[config.mk]
export PLATFORM = sky130hd
export DESIGN_NAME = uart_rx_deser
export DESIGN_NICKNAME = d
export VERILOG_FILES = /design/src/rtl/uart_rx_deser.sv
export SDC_FILE = /design/constraint.sdc
export NUM_CORES = 1
export LEC_CHECK = 0
export CAP_MARGIN = 0
export CORE_MARGIN = 2
export CORE_UTILIZATION = 50
export CTS_CLUSTER_DIAMETER = 30
export DETAILED_ROUTE_END_ITERATION = 8
export PLACE_DENSITY = 0.74
export SLEW_MARGIN = 20
export SYNTH_ARGS = -nofsm -noshare
export SYNTH_HDL_FRONTEND = slang
export SYNTH_SLANG_ARGS = --single-unit
[constraint.sdc]
create_clock -name clk_i -period 1.8 [get_ports clk_i]
set_clock_uncertainty 0.15 [all_clocks]
set_input_delay 0.54 -clock clk_i [delete_from_list [all_inputs] [get_ports clk_i]]
set_output_delay 0.54 -clock clk_i [all_outputs]
set_load 0.02 [all_outputs]
[src/rtl/uart_rx_deser.sv]
// UART receive deserializer: synchronizes the serial line, oversamples each bit with a
// 2-of-3 majority vote, rebuilds 8N1 frames and pushes good bytes into the RX FIFO.
module uart_rx_deser #(
   parameter int DATA_BITS  = 8,
   parameter int OVERSAMPLE = 16
) (
   input  logic                 clk_i,
   input  logic                 rst_i,
   input  logic                 baud_tick_i,
   input  logic                 rx_d,
   input  logic                 fifo_full_i,
   input  logic                 ovr_clr_i,
   output logic                 wr_en_o,
   output logic [DATA_BITS-1:0] wr_data_o,
   output logic                 frame_err_o,
   output logic                 overrun_o,
   output logic                 busy_o
);

   localparam int TW = $clog2(OVERSAMPLE);
   localparam int BW = $clog2(DATA_BITS + 1);

   localparam logic [TW-1:0] T_S0   = TW'(OVERSAMPLE / 2 - 1);
   localparam logic [TW-1:0] T_S1   = TW'(OVERSAMPLE / 2);
   localparam logic [TW-1:0] T_MAJ  = TW'(OVERSAMPLE / 2 + 1);
   localparam logic [TW-1:0] T_LAST = TW'(OVERSAMPLE - 1);
   localparam logic [BW-1:0] B_LAST = BW'(DATA_BITS - 1);

   typedef enum logic [2:0] {
      ST_IDLE  = 3'd0,
      ST_START = 3'd1,
      ST_DATA  = 3'd2,
      ST_STOP  = 3'd3,
      ST_BRK   = 3'd4
   } state_t;

   state_t               state_r;
   logic [1:0]           sync_r;
   logic [TW-1:0]        tcnt_r;
   logic [BW-1:0]        bitcnt_r;
   logic [DATA_BITS-1:0] shift_r;
   logic                 smp0_r;
   logic                 smp1_r;
   logic                 wr_en_r;
   logic [DATA_BITS-1:0] wr_data_r;
   logic                 frame_err_r;
   logic                 overrun_r;
   logic                 busy_r;
   logic                 rx_s;
   logic                 vote_s;

   function automatic logic maj3(input logic a, input logic b, input logic c);
      return (a & b) | (a & c) | (b & c);
   endfunction

   assign rx_s   = sync_r[1];
   assign vote_s = maj3(smp0_r, smp1_r, rx_s);

   assign wr_en_o     = wr_en_r;
   assign wr_data_o   = wr_data_r;
   assign frame_err_o = frame_err_r;
   assign overrun_o   = overrun_r;
   assign busy_o      = busy_r;

   // Two-flop synchronizer for the asynchronous serial line, idling high.
   always_ff @(posedge clk_i or negedge rst_i) begin
      if (!rst_i) begin
         sync_r <= 2'b11;
      end else begin
         sync_r <= {sync_r[0], rx_d};
      end
   end

   // Frame FSM with tick counter, sampling, shift register and registered outputs.
   always_ff @(posedge clk_i or negedge rst_i) begin
      if (!rst_i) begin
         state_r     <= ST_IDLE;
         tcnt_r      <= '0;
         bitcnt_r    <= '0;
         shift_r     <= '0;
         smp0_r      <= 1'b0;
         smp1_r      <= 1'b0;
         wr_en_r     <= 1'b0;
         wr_data_r   <= '0;
         frame_err_r <= 1'b0;
         overrun_r   <= 1'b0;
         busy_r      <= 1'b0;
      end else begin
         wr_en_r     <= 1'b0;
         frame_err_r <= 1'b0;
         // A set later in this block overrides the clear when both land together.
         if (ovr_clr_i) begin
            overrun_r <= 1'b0;
         end

         if (baud_tick_i) begin
            if (state_r == ST_START || state_r == ST_DATA || state_r == ST_STOP) begin
               tcnt_r <= (tcnt_r == T_LAST) ? '0 : tcnt_r + TW'(1);
               if (tcnt_r == T_S0) begin
                  smp0_r <= rx_s;
               end
               if (tcnt_r == T_S1) begin
                  smp1_r <= rx_s;
               end
            end

            case (state_r)
               ST_IDLE: begin
                  if (!rx_s) begin
                     state_r <= ST_START;
                     tcnt_r  <= TW'(1);
                     busy_r  <= 1'b1;
                  end
               end
               ST_START: begin
                  if (tcnt_r == T_MAJ && vote_s) begin
                     state_r <= ST_IDLE;
                     tcnt_r  <= '0;
                     busy_r  <= 1'b0;
                  end else if (tcnt_r == T_LAST) begin
                     state_r  <= ST_DATA;
                     bitcnt_r <= '0;
                  end
               end
               ST_DATA: begin
                  if (tcnt_r == T_MAJ) begin
                     shift_r <= {vote_s, shift_r[DATA_BITS-1:1]};
                  end
                  if (tcnt_r == T_LAST) begin
                     if (bitcnt_r == B_LAST) begin
                        state_r  <= ST_STOP;
                        bitcnt_r <= '0;
                     end else begin
                        bitcnt_r <= bitcnt_r + BW'(1);
                     end
                  end
               end
               ST_STOP: begin
                  if (tcnt_r == T_MAJ) begin
                     tcnt_r <= '0;
                     if (vote_s) begin
                        state_r <= ST_IDLE;
                        busy_r  <= 1'b0;
                        if (fifo_full_i) begin
                           overrun_r <= 1'b1;
                        end else begin
                           wr_en_r   <= 1'b1;
                           wr_data_r <= shift_r;
                        end
                     end else begin
                        frame_err_r <= 1'b1;
                        state_r     <= ST_BRK;
                     end
                  end
               end
               ST_BRK: begin
                  // Hold here until the line recovers so a break cannot re-trigger a start.
                  if (rx_s) begin
                     state_r <= ST_IDLE;
                     busy_r  <= 1'b0;
                  end
               end
               default: begin
                  state_r <= ST_IDLE;
                  tcnt_r  <= '0;
                  busy_r  <= 1'b0;
               end
            endcase
         end
      end
   end

endmodule
floorplan.png
Drawn at 6 px/um. Pins as bars on the die edge.
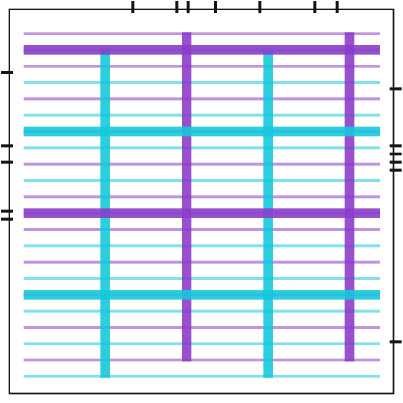
VDD -> purple
VSS -> cyan
met1 rails = 22
met5 straps = 4
rows = 21
signal pins = 18
highest ir drop seen on vdd: 710 uV
die x size: 63.8 um
area of the placeable core: 3390 um^2

congestion_map.png
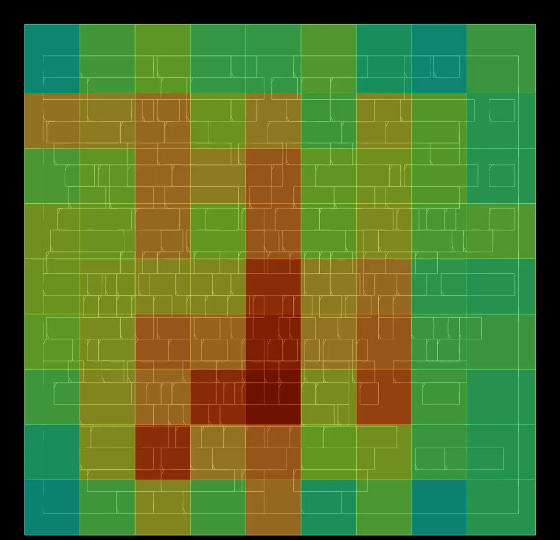
drt wl/cell: 16.4 um
Top Usage Layer GRT: met2
met3 global-route usage: 0.0599
All-Layer GR Usage: 0.207

class_map.png
Drawn at 8 px/um. Fill, decap, tap and diode cells in gray.
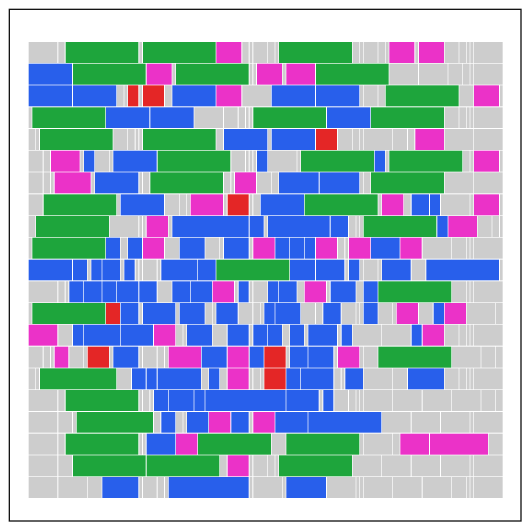
registers -> green  # cells 35, share of their area 39%
remaining buffers and delay cells -> magenta  # cells 41, share of their area 16%
remaining logic cells -> blue  # cells 107, share of their area 43%
clock drivers and dummy loads -> red  # cells 8, share of their area 2.4%
cell area after layout: 2330 um^2
number of placement rows: 21

-- layer usage --
metal	vias to the layer above	GRT usage
li1	624	-
met1	663	0.266
met2	35	0.341
met3	4	0.0599
met4	0	0.0571
met5	-	0
-- flip-flops by register name (all words and copies together) (netlist names), 2 cells and up --
name and cells:
state_r 3, wr_data_o 8, shift_r 8, bitcnt_r 4, tcnt_r 4, sync_r 2
-- power by group through the flow --
stage	logic, mW	registers (mW)	clock network [mW]
2_1_floorplan	0.644	1.02	0
3_3_place_gp	0.984	1.03	0
3_5_place_dp	1.03	1.04	0
4_1_cts	1.10	1.02	0.427
5_1_grt	1.30	1.05	0.456
6_report	1.22	1.03	0.413
-- per-stage QoR --
stage / setup TNS, ns / setup slack (ns) / instances / util / hold slack, ns
global route: -0.952 / -0.0660 / 237 / 0.688 / 0.218
detailed placement: -8.21 / -0.404 / 228 / 0.637 / 0.201
CTS: -0.000959 / -0.000656 / 236 / 0.668 / 0.215
finish: -0.0352 / -0.00951 / 237 / 0.688 / 0.213
floorplan: -0.0991 / -0.0124 / 150 / - / 0.0944
global placement: -6.65 / -0.339 / 228 / 0.637 / 0.198
-- worst reg2reg max path, stage by stage (launching register included) --
cell	delay (ns)
sky130_fd_sc_hd__dfrtp_1	0.41
sky130_fd_sc_hd__inv_2	0.08
sky130_fd_sc_hd__ha_4	0.12
sky130_fd_sc_hd__and3b_2	0.29
sky130_fd_sc_hd__and3_4	0.34
sky130_fd_sc_hd__mux2_4	0.32
-- cells by family after synthesis --
logic type / share of synthesized area
AND-OR/OR-AND: 0.138
XOR/XNOR: 0.0147
adder cells (fa/ha/maj): 0.0357
buffers and inverters: 0.0511
flip-flops: 0.492
multiplexers: 0.130
AND/OR/NAND/NOR: 0.139
-- placed cells by master, fill, tap and decap left out, types with 2 or more instances in the layout --
cell type	n
sky130_fd_sc_hd__dfrtp_1	33
sky130_fd_sc_hd__buf_4	21
sky130_fd_sc_hd__mux2_4	16
sky130_fd_sc_hd__dlygate4sd2_1	9
sky130_fd_sc_hd__inv_1	7
sky130_fd_sc_hd__nor2_1	6
sky130_fd_sc_hd__o21ai_0	6
sky130_fd_sc_hd__nand2_1	6
sky130_fd_sc_hd__o21ai_1	5
sky130_fd_sc_hd__clkbuf_4	5
sky130_fd_sc_hd__a21oi_1	4
sky130_fd_sc_hd__clkdlybuf4s50_1	4
sky130_fd_sc_hd__nor2b_1	3
sky130_fd_sc_hd__xnor2_1	3
sky130_fd_sc_hd__o22ai_1	2
sky130_fd_sc_hd__nand3_1	2
sky130_fd_sc_hd__nand2b_4	2
sky130_fd_sc_hd__o211ai_1	2
sky130_fd_sc_hd__nor4_1	2
sky130_fd_sc_hd__nand2b_1	2
sky130_fd_sc_hd__a32o_1	2
sky130_fd_sc_hd__and3_4	2
sky130_fd_sc_hd__nand4_1	2
sky130_fd_sc_hd__mux2_2	2
sky130_fd_sc_hd__ha_1	2
sky130_fd_sc_hd__ha_4	2
sky130_fd_sc_hd__clkdlybuf4s15_1	2
sky130_fd_sc_hd__buf_6	2
sky130_fd_sc_hd__dfstp_2	2
==> reports/qor.yml <==
drt:
  route.detailed.drc: 0
  topRoutingLayerUsed: "met4"
  viasPerCell: 5.59
  wl_um: 3890
  detail_route_met3_wl_um: 165
  dr.pass1.iters: 5
  routed-wl-met2_um: 1930
  antenna_violating_nets_post_route: 0
  dr.first_iter.drc_count: 54
  routed-via-count: 1326
  drt-met1-wl_um: 1750
critical_path:
  worst_setup_path_startpoint: "tcnt_r[1]"
  cp_data_arrival_time_ns: 1.89
  crit_fanout: 8
  ff2ff_setup_slack_ns: -0.01
  critical_path_required_ns: 1.88
  worstRegToRegCells: 5
  critPathCapture: "shift_r[6]"
  crit_buf_inv: 1
  cp-end-kind: "flop"
  worstReg2RegStart: "tcnt_r[1]"
  crit_path_top_delay_cell: "sky130_fd_sc_hd__dfrtp_1"
  critPathLaunchType: "flop"
  cells_traversed_along_the_worst_timing_path: "inv_2 > ha_4 > and3b_2 > and3_4 > mux2_4"
  critical-path-top-delay-family: "simple AND/OR/NAND/NOR gates"
  cp_slowest_stage_delay_ns: 0.41
  timing_worst_setup_path_type: "reg -> reg"
  worst_r2r_endpoint: "shift_r[6]"
  timing.critical_path.depth: 5
pwr:
  power.clock.fraction: 0.155
  power.net_switching_mw: 1.01
  power_switching_share: 0.380
  p_per_area_nw_per_um2: 1140
  internal_power_mw: 1.65
  comb_power_share: 0.457
  totalPowerFinal_mw: 2.66
  power.share.sequential: 0.388
  total_leakage_power_nw: 1.12
logic_synthesis:
  ys.flops: 35
  synth_cell_type_count: 49
  synth_area_um2: 1790
  synth_stat.cells: 150
  synth_top_flop_cell: "sky130_fd_sc_hd__dfrtp_1"
  synthesis.instances: 150
  ys_area_um2: 1790
  top_area_frac: 0.462
  synthTopCellsByArea: "sky130_fd_sc_hd__dfrtp_1, sky130_fd_sc_hd__mux2_4, sky130_fd_sc_hd__mux2_2"
  edf_count: 0
  largest_area_cell: "sky130_fd_sc_hd__dfrtp_1"
  number_of_synthesis_warnings: 0
  yosysSeqAreaShare: 0.492
  synthArstFlopShare: 1.00
  synth_area_per_cell_um2: 11.9
  common_cells: "sky130_fd_sc_hd__dfrtp_1, sky130_fd_sc_hd__o21ai_0, sky130_fd_sc_hd__inv_1, sky130_fd_sc_hd__mux2_2, sky130_fd_sc_hd__mux2_4"
  synth_dominant_cell_count: "sky130_fd_sc_hd__dfrtp_1"
  syn_nets: 160
cts:
  ctsHoldBuffers: 0
  root_buffer: "sky130_fd_sc_hd__clkbuf_4"
  tritoncts: "yes"
  postCtsSetupRepairBufs: 0
  cts.sinks: 35
  ctsLongestPathBuffers: 2
  htree_num_levels: 2
  clkLatencyLatePin_ns: 0.34
  cts.repair.resized: 32
  clock_pin_slew_on_the_worst_setup_and_hold_paths_ns: 0.11
  tritoncts.num_buffers: 5
finish:
  ant_diodes: 0
  clock_buffer_count: 6
  finalNetCount: 200
  syn2layout_area_growth_pct: 30.5
  logic_gate_count: 99
  fill_cells: 250
  dominant_cells: "multi-input combinational cells"
  comb-cell-share: 0.410
  final-nonclk-buf-share: 0.153
  nFlopsAndLatches: 35
  relative_area_of_clock_buffers_and_inverters_in_the_final_design: 0.0231
  fraction_of_area_in_registers: 0.377
  sequential_cell_area_um2: 878
  final.signal_buffer_count: 41
  post_route_cells_drive_above_1_share: 0.387
  number_of_logic_inverters_in_the_finished_layout: 8
  comb_gate_area_um2: 956
final_timing:
  maxClockFrequency_ghz: 0.553
  maxSlewHeadroom: 0.760
  finalCritPeriodShare: 1.01
  timing.final.setup_violations: 6
  final-max-slew-violation-count: 0
  max_slew.worst_pin.slew_ns: 0.358
  period_needed_ns: 1.81
  setup_ws_ns: -0.00951
  final-hold-violation-count: 0
  rsz_0062_raised_after_global_routing: "yes"
global_route:
  grt_first_pass_wirelength_um: 6440
  grt_start_max_net_pins: 36
  vias_in_the_first_global_route: 1322
  global_route_congestion_overflow_total: 0
  number_of_antenna_violations_at_the_first_check_in_global_routing: 0
worst_hold_path:
  hold_depth: 0
  hold_path.startpoint: "sync_r[0]"
  holdCritPathClass: "reg -> reg"
  holdPathEnd: "sync_r[1]"
die:
  fp_util: 0.527
  floorplan.die_area_um2: 4070
  design.portCount: 18
  taps: 46
outcome:
  run_status: "complete, but fails checks"
  violations: "negative setup slack"
job:
  max-cap-violations: 0
  log.warning_count: 31
placement:
  place.port_buffers: 17
  placed_area_um2: 2160
  gp_congestion: 0.889
  place_hpwl_um: 2670
Power is estimated from default activity; no workload was simulated.
